==> run_1/power_grid.png <==
The bar under the picture is 20 µm long. Pins as bars on the die edge. Tap cells in grey.
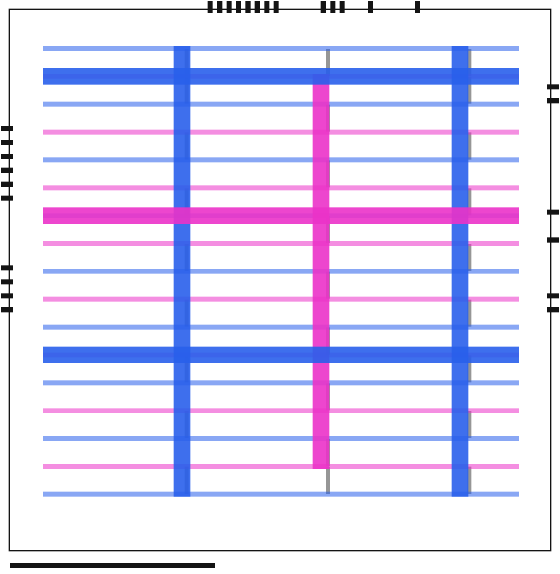
==> run_1/metal_density.png <==
11 x 11 tiles, from dark blue (low) to red (high), scaled to the fullest tile. Values are wire area over tile area, all layers added.
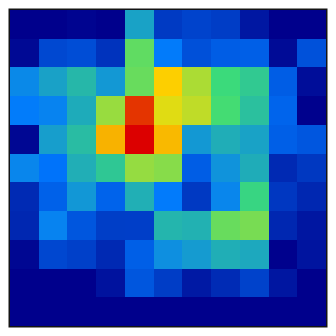
==> run_1/placement_by_type.png <==
Fill, decap, tap and diode cells in grey.
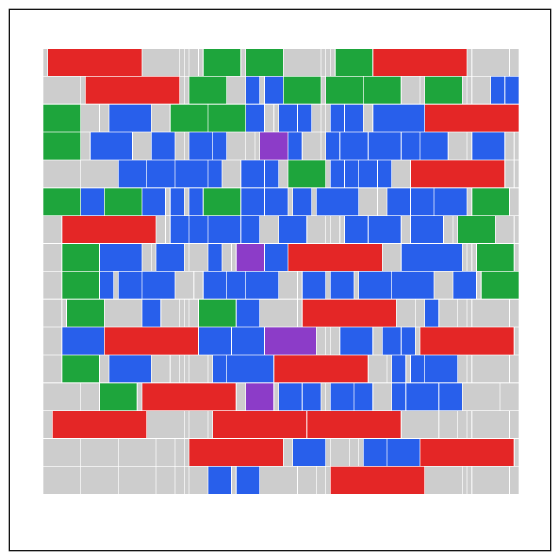
==> run_1/io_fan.png <==
The bar under the picture is 20 µm long.
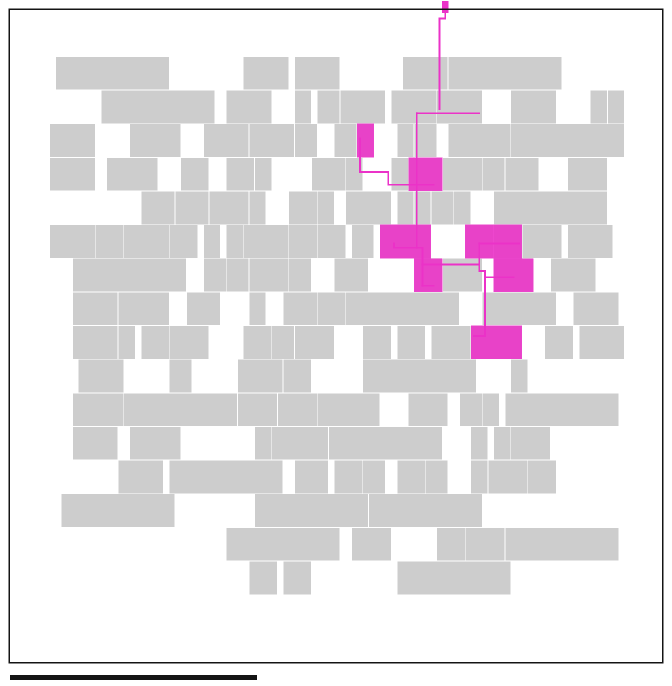
[config.mk]
export PLATFORM = sky130hd
export DESIGN_NAME = multicycle_sequencer
export DESIGN_NICKNAME = d
export VERILOG_FILES = /design/src/rtl/multicycle_sequencer.sv
export SDC_FILE = /design/constraint.sdc
export NUM_CORES = 1
export LEC_CHECK = 0
export CAP_MARGIN = 25
export CORE_MARGIN = 3
export CORE_UTILIZATION = 52
export DETAILED_ROUTE_END_ITERATION = 10
export PLACE_DENSITY = 0.88
export SKIP_LAST_GASP = 1
export SYNTH_ARGS = -nofsm -noshare
export SYNTH_HDL_FRONTEND = slang
export SYNTH_SLANG_ARGS = --single-unit
export TNS_END_PERCENT = 30
[constraint.sdc]
create_clock -name clock -period 4.55 [get_ports clock]
set_input_delay 1.1375 -clock clock [delete_from_list [all_inputs] [get_ports clock]]
set_output_delay 1.1375 -clock clock [all_outputs]
set_load 0.01 [all_outputs]
[src/rtl/multicycle_sequencer.sv]
// Multi-cycle control FSM for the 4-bit-opcode CPU: FETCH/DECODE/EXEC/MEM/WB with req/ack memory port.
// Optional feature macro ILLEGAL_TRAP_EN: undefined opcodes trap into HALT and raise the sticky illegal flag.
module multicycle_sequencer #(
  parameter int OPW     = 4,
  parameter int ALUW    = 4,
  parameter int TIMEOUT = 16
) (
  input  logic            clock,
  input  logic            reset_n,
  input  logic            run,
  input  logic [OPW-1:0]  opcode,
  input  logic            alu_zero,
  input  logic            alu_neg,
  input  logic            mem_ack,
  output logic            mem_req,
  output logic            mem_we,
  output logic            mem_addr_sel,
  output logic            ir_wr,
  output logic            pc_wr,
  output logic [1:0]      pc_src,
  output logic            reg_wrt,
  output logic [1:0]      wb_sel,
  output logic [ALUW-1:0] alu_op,
  output logic [2:0]      state,
  output logic            fault,
  output logic            illegal
);

  typedef enum logic [2:0] {
    S_IDLE   = 3'd0,
    S_FETCH  = 3'd1,
    S_DECODE = 3'd2,
    S_EXEC   = 3'd3,
    S_MEM    = 3'd4,
    S_WB     = 3'd5,
    S_FAULT  = 3'd6,
    S_HALT   = 3'd7
  } state_e;

  localparam logic [OPW-1:0] OP_NOP  = OPW'(4'b0000);
  localparam logic [OPW-1:0] OP_LDX  = OPW'(4'b0001);
  localparam logic [OPW-1:0] OP_ST   = OPW'(4'b0011);
  localparam logic [OPW-1:0] OP_ADD  = OPW'(4'b0100);
  localparam logic [OPW-1:0] OP_INC  = OPW'(4'b0101);
  localparam logic [OPW-1:0] OP_NEG  = OPW'(4'b0110);
  localparam logic [OPW-1:0] OP_SUB  = OPW'(4'b0111);
  localparam logic [OPW-1:0] OP_J    = OPW'(4'b1000);
  localparam logic [OPW-1:0] OP_BRZ  = OPW'(4'b1001);
  localparam logic [OPW-1:0] OP_JM   = OPW'(4'b1010);
  localparam logic [OPW-1:0] OP_BRN  = OPW'(4'b1011);
  localparam logic [OPW-1:0] OP_LD   = OPW'(4'b1110);
  localparam logic [OPW-1:0] OP_SVPC = OPW'(4'b1111);

  localparam logic [ALUW-1:0] ALU_ADD  = ALUW'(4'b0000);
  localparam logic [ALUW-1:0] ALU_INC  = ALUW'(4'b0001);
  localparam logic [ALUW-1:0] ALU_NEG  = ALUW'(4'b0010);
  localparam logic [ALUW-1:0] ALU_SUB  = ALUW'(4'b0011);
  localparam logic [ALUW-1:0] ALU_PASS = ALUW'(4'b0100);

  localparam logic [7:0] WAIT_LAST = 8'(TIMEOUT - 1);

  state_e         state_q;
  logic [OPW-1:0] op_q;
  logic           z_q, n_q;
  logic [7:0]     wait_cnt_q;
  logic           fault_q;

  logic   is_alu, is_mem, is_load, take_br, timed_out;
  state_e done_next;

  assign is_alu    = (op_q == OP_ADD) || (op_q == OP_INC) || (op_q == OP_NEG) || (op_q == OP_SUB);
  assign is_mem    = (op_q == OP_LD) || (op_q == OP_ST) || (op_q == OP_JM) || (op_q == OP_LDX);
  assign is_load   = (op_q == OP_LD) || (op_q == OP_LDX);
  assign take_br   = (op_q == OP_J) || ((op_q == OP_BRZ) && z_q) || ((op_q == OP_BRN) && n_q);
  assign timed_out = !mem_ack && (wait_cnt_q == WAIT_LAST);
  // A finished instruction parks in IDLE once run drops; it never aborts mid-flight.
  assign done_next = run ? S_FETCH : S_IDLE;

`ifdef ILLEGAL_TRAP_EN
  logic illegal_q;
  logic is_ill;
  assign is_ill  = (op_q == OPW'(4'b0010)) || (op_q == OPW'(4'b1100)) || (op_q == OPW'(4'b1101));
  assign illegal = illegal_q;
`else
  assign illegal = 1'b0;
`endif

  always_ff @(posedge clock or negedge reset_n) begin
    if (!reset_n) begin
      state_q    <= S_IDLE;
      op_q       <= OP_NOP;
      z_q        <= 1'b0;
      n_q        <= 1'b0;
      wait_cnt_q <= '0;
      fault_q    <= 1'b0;
`ifdef ILLEGAL_TRAP_EN
      illegal_q  <= 1'b0;
`endif
    end else begin
      wait_cnt_q <= '0;
      case (state_q)
        S_IDLE: if (run) state_q <= S_FETCH;
        S_FETCH: begin
          if (mem_ack) begin
            state_q <= S_DECODE;
          end else if (timed_out) begin
            state_q <= S_FAULT;
            fault_q <= 1'b1;
          end else begin
            wait_cnt_q <= wait_cnt_q + 8'd1;
          end
        end
        S_DECODE: begin
          op_q    <= opcode;
          state_q <= S_EXEC;
        end
        S_EXEC: begin
          if (is_alu) begin
            z_q     <= alu_zero;
            n_q     <= alu_neg;
            state_q <= S_WB;
          end else if (is_mem) begin
            state_q <= S_MEM;
          end else if (op_q == OP_SVPC) begin
            state_q <= S_WB;
`ifdef ILLEGAL_TRAP_EN
          end else if (is_ill) begin
            state_q   <= S_HALT;
            illegal_q <= 1'b1;
`endif
          end else begin
            state_q <= done_next;
          end
        end
        S_MEM: begin
          if (mem_ack) begin
            state_q <= is_load ? S_WB : done_next;
          end else if (timed_out) begin
            state_q <= S_FAULT;
            fault_q <= 1'b1;
          end else begin
            wait_cnt_q <= wait_cnt_q + 8'd1;
          end
        end
        S_WB:    state_q <= done_next;
        S_FAULT: state_q <= S_FAULT;
        S_HALT:  state_q <= S_HALT;
        default: state_q <= S_IDLE;
      endcase
    end
  end

  // Outputs decode registered state; only the ack-qualified strobes look at mem_ack.
  always_comb begin
    mem_req      = 1'b0;
    mem_we       = 1'b0;
    mem_addr_sel = 1'b0;
    ir_wr        = 1'b0;
    pc_wr        = 1'b0;
    pc_src       = 2'b00;
    reg_wrt      = 1'b0;
    wb_sel       = 2'b00;
    alu_op       = ALU_PASS;
    case (state_q)
      S_FETCH: begin
        mem_req = 1'b1;
        if (mem_ack) begin
          ir_wr  = 1'b1;
          pc_wr  = 1'b1;
          pc_src = 2'b01;
        end
      end
      S_EXEC: begin
        case (op_q)
          OP_ADD:                     alu_op = ALU_ADD;
          OP_INC:                     alu_op = ALU_INC;
          OP_NEG:                     alu_op = ALU_NEG;
          OP_SUB:                     alu_op = ALU_SUB;
          OP_LD, OP_ST, OP_JM, OP_LDX: alu_op = ALU_ADD;
          default:                    alu_op = ALU_PASS;
        endcase
        if (take_br) begin
          pc_wr  = 1'b1;
          pc_src = 2'b10;
        end
      end
      S_MEM: begin
        mem_req      = 1'b1;
        mem_addr_sel = 1'b1;
        mem_we       = (op_q == OP_ST);
        alu_op       = ALU_ADD;
        if (mem_ack && (op_q == OP_JM)) begin
          pc_wr  = 1'b1;
          pc_src = 2'b11;
        end
      end
      S_WB: begin
        reg_wrt = 1'b1;
        if (is_load)                wb_sel = 2'b01;
        else if (op_q == OP_SVPC)   wb_sel = 2'b10;
        else                        wb_sel = 2'b00;
      end
      default: ;
    endcase
  end

  assign state = state_q;
  assign fault = fault_q;

endmodule
==> results.json, run 1 <==
{
  "route.met3.wl_um": 149,
  "totalPowerFinal_uw": 281,
  "leakage_uw": 0.000568,
  "mux_share_pct": 4.96,
  "status": "completed",
  "seq_area_um2": 450,
  "grt_pass1_vias": 971,
  "r2r_end": "wait_cnt_q[6]$_DFF_PN0_",
  "utilization_pct": 69.3,
  "postSynthSeqShare_pct": 39.7,
  "hp-class": "register to register",
  "cpPeakStageDelay_ns": 0.62,
  "critPathTopFamily": "buffers and inverters",
  "pg_seq_uw": 162,
  "regMostFlops": "wait_cnt_q",
  "drive_above_1_share_pct": 16.2,
  "clkPwrFrac_pct": 35.9,
  "grt_pass1_wl_mm": 4.13,
  "layout.cells.most_common": "clkdlybuf4s50_1",
  "tns_ns": 0,
  "clock_area_share_pct": 2.59,
  "logic_area_um2": 606
}
About power_grid.png:
net	colour
VSS	blue
VDD	magenta
signal pins	29
met1 rails	17
tap cells	27
met4 straps	3
met5 straps	3

About metal_density.png:
mean over tiles	0.14
tiles over half the peak	13%
fullest tile	0.59

About placement_by_type.png:
class	colour	cells	share of their area
remaining buffers and delay cells	green	26	19%
combinational and other logic	blue	94	45%
sequential cells	red	18	33%
clock drivers and dummy loads	purple	4	2.7%

About io_fan.png:
port	colour	bits	direction	edge	end cells	wire
mem_ack	magenta	1	input	top	8	59.5 µm

## Run 2: what changed since run 1
- CAP_MARGIN: 25 -> 20
- SLEW_MARGIN: unset -> 40
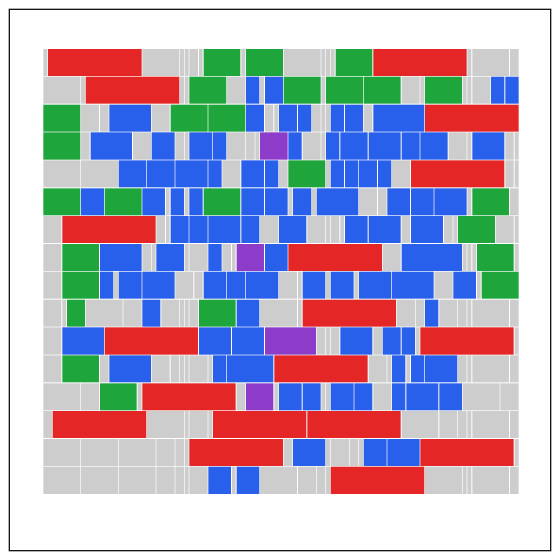
(run_2/placement_by_type.png)
Fill, decap, tap and diode cells in grey.
class	colour	cells	share of their area
sequential cells	red	18	33%
remaining buffers and delay cells	green	26	19%
clock drivers and dummy loads	purple	4	2.7%
combinational and other logic	blue	94	46%
Rows: 16
fin util: 69.1%

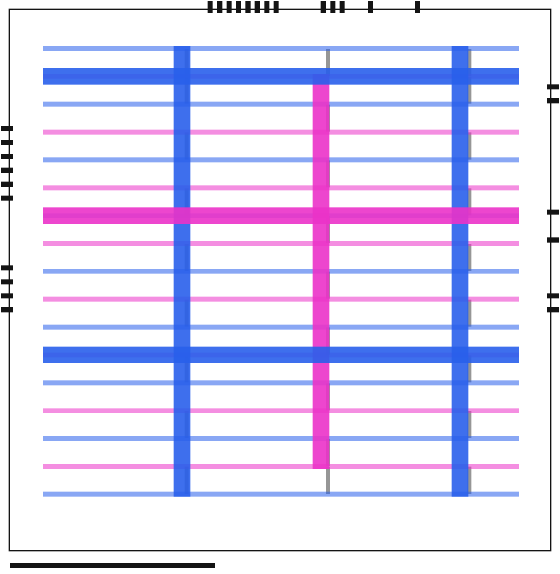
(run_2/power_grid.png)
The bar under the picture is 20 µm long. Pins as bars on the die edge. Tap cells in grey.
net	colour
VSS	blue
VDD	magenta
met1 rails	17
tap cells	27

==> results.json, run 2 <==
{
  "status": "completed",
  "pg_seq_uw": 162,
  "hp-class": "register to register",
  "wl_met2_mm": 1.23,
  "grt_pass1_vias": 971,
  "layout.cells.most_common": "clkdlybuf4s50_1",
  "clkPwrFrac_pct": 36.0,
  "regMostFlops": "wait_cnt_q",
  "setup_slack_ns": 0.483,
  "rsz0062_at_grt": "no",
  "use_met2_pct": 34.5,
  "drive_above_1_share_pct": 16.9,
  "post-dp-hpwl_mm": 1.79,
  "cpPeakStageDelay_ns": 0.62,
  "finalClockSkew_ns": 0.00498,
  "mux_share_pct": 4.96,
  "nMultiInputCombCells": 90,
  "r2r_end": "wait_cnt_q[6]$_DFF_PN0_",
  "comb_share_pct": 43.4,
  "postSynthSeqShare_pct": 39.7,
  "yosysUniqueCellTypes": 45,
  "maxPowerGroup": "registers",
  "die_height_um": 52.7,
  "totalPowerFinal_uw": 280,
  "critPathTopFamily": "buffers and inverters",
  "tns_ns": 0,
  "route.met3.wl_um": 138,
  "grt_pass1_wl_mm": 4.13,
  "clock_area_share_pct": 2.60,
  "leakage_uw": 0.000568,
  "cts_root_buf": "clkbuf_4",
  "cts_max_path_buffers": 2,
  "max_freq_ghz": 0.246,
  "stdcell_count": 169,
  "wl_met1_mm": 1.01,
  "antenna_found_initial": 0
}
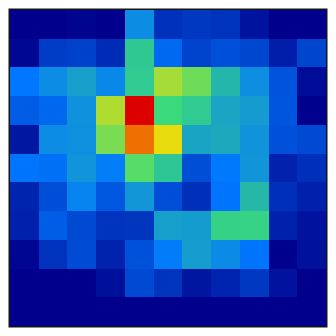
(run_2/metal_density.png)
11 x 11 tiles, from dark blue (low) to red (high), scaled to the fullest tile. Values are wire area over tile area, all layers added.
Total GRT Usage: 19.6%
Routed WL: 2.41 mm
routed length per instance: 14.3 µm

## Run 3: what changed since run 2
- SLEW_MARGIN: 40 -> unset
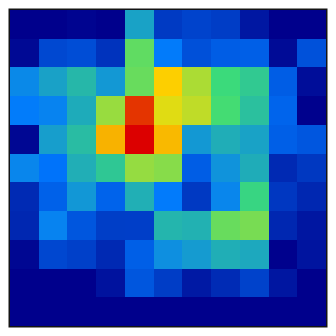
(run_3/metal_density.png)
11 x 11 tiles, from dark blue (low) to red (high), scaled to the fullest tile. Values are wire area over tile area, all layers added.
densest ninth of the die	centre
fullest tile	0.59
tiles over half the peak	13%
Vias: 974
routed length per instance: 14.3 µm
Routed WL: 2.42 mm

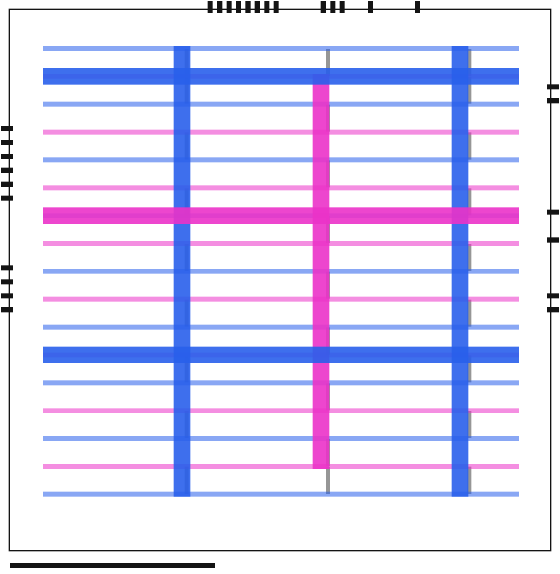
(run_3/power_grid.png)
The bar under the picture is 20 µm long. Pins as bars on the die edge. Tap cells in grey.
net	colour
VSS	blue
VDD	magenta
met4 straps	3
rows	16
die width: 52.7 µm
placeable core area: 2020 µm²
Max VDD drop: 182 µV
chip height: 52.7 µm

==> results.json, run 3 <==
{
  "status": "completed",
  "pg_seq_uw": 162,
  "hp-class": "register to register",
  "layout.cells.most_common": "clkdlybuf4s50_1",
  "setup_slack_ns": 0.481,
  "use_met2_pct": 34.5,
  "totalPowerFinal_uw": 281,
  "route.met3.wl_um": 149,
  "clock_area_share_pct": 2.59,
  "stdcell_count": 169,
  "maxPowerGroup": "registers",
  "comb_share_pct": 43.2,
  "wl_met1_um": 988,
  "clkPwrFrac_pct": 35.9,
  "cpPeakStageDelay_ns": 0.62,
  "leakage_uw": 0.000568,
  "max_freq_ghz": 0.246,
  "grt_usage_pct": 19.6,
  "post-dp-hpwl_mm": 1.79,
  "cts_max_path_buffers": 2,
  "utilization_pct": 69.3,
  "r2r_end": "wait_cnt_q[6]$_DFF_PN0_",
  "yosysUniqueCellTypes": 45,
  "rsz0062_at_grt": "no",
  "logic_area_um2": 606,
  "regMostFlops": "wait_cnt_q"
}
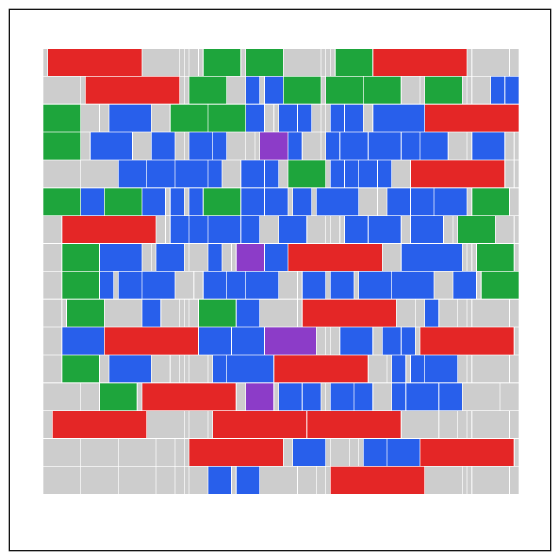
(run_3/placement_by_type.png)
Fill, decap, tap and diode cells in grey.
sequential cell area share: 32.1%
post-route cell area: 1400 µm²

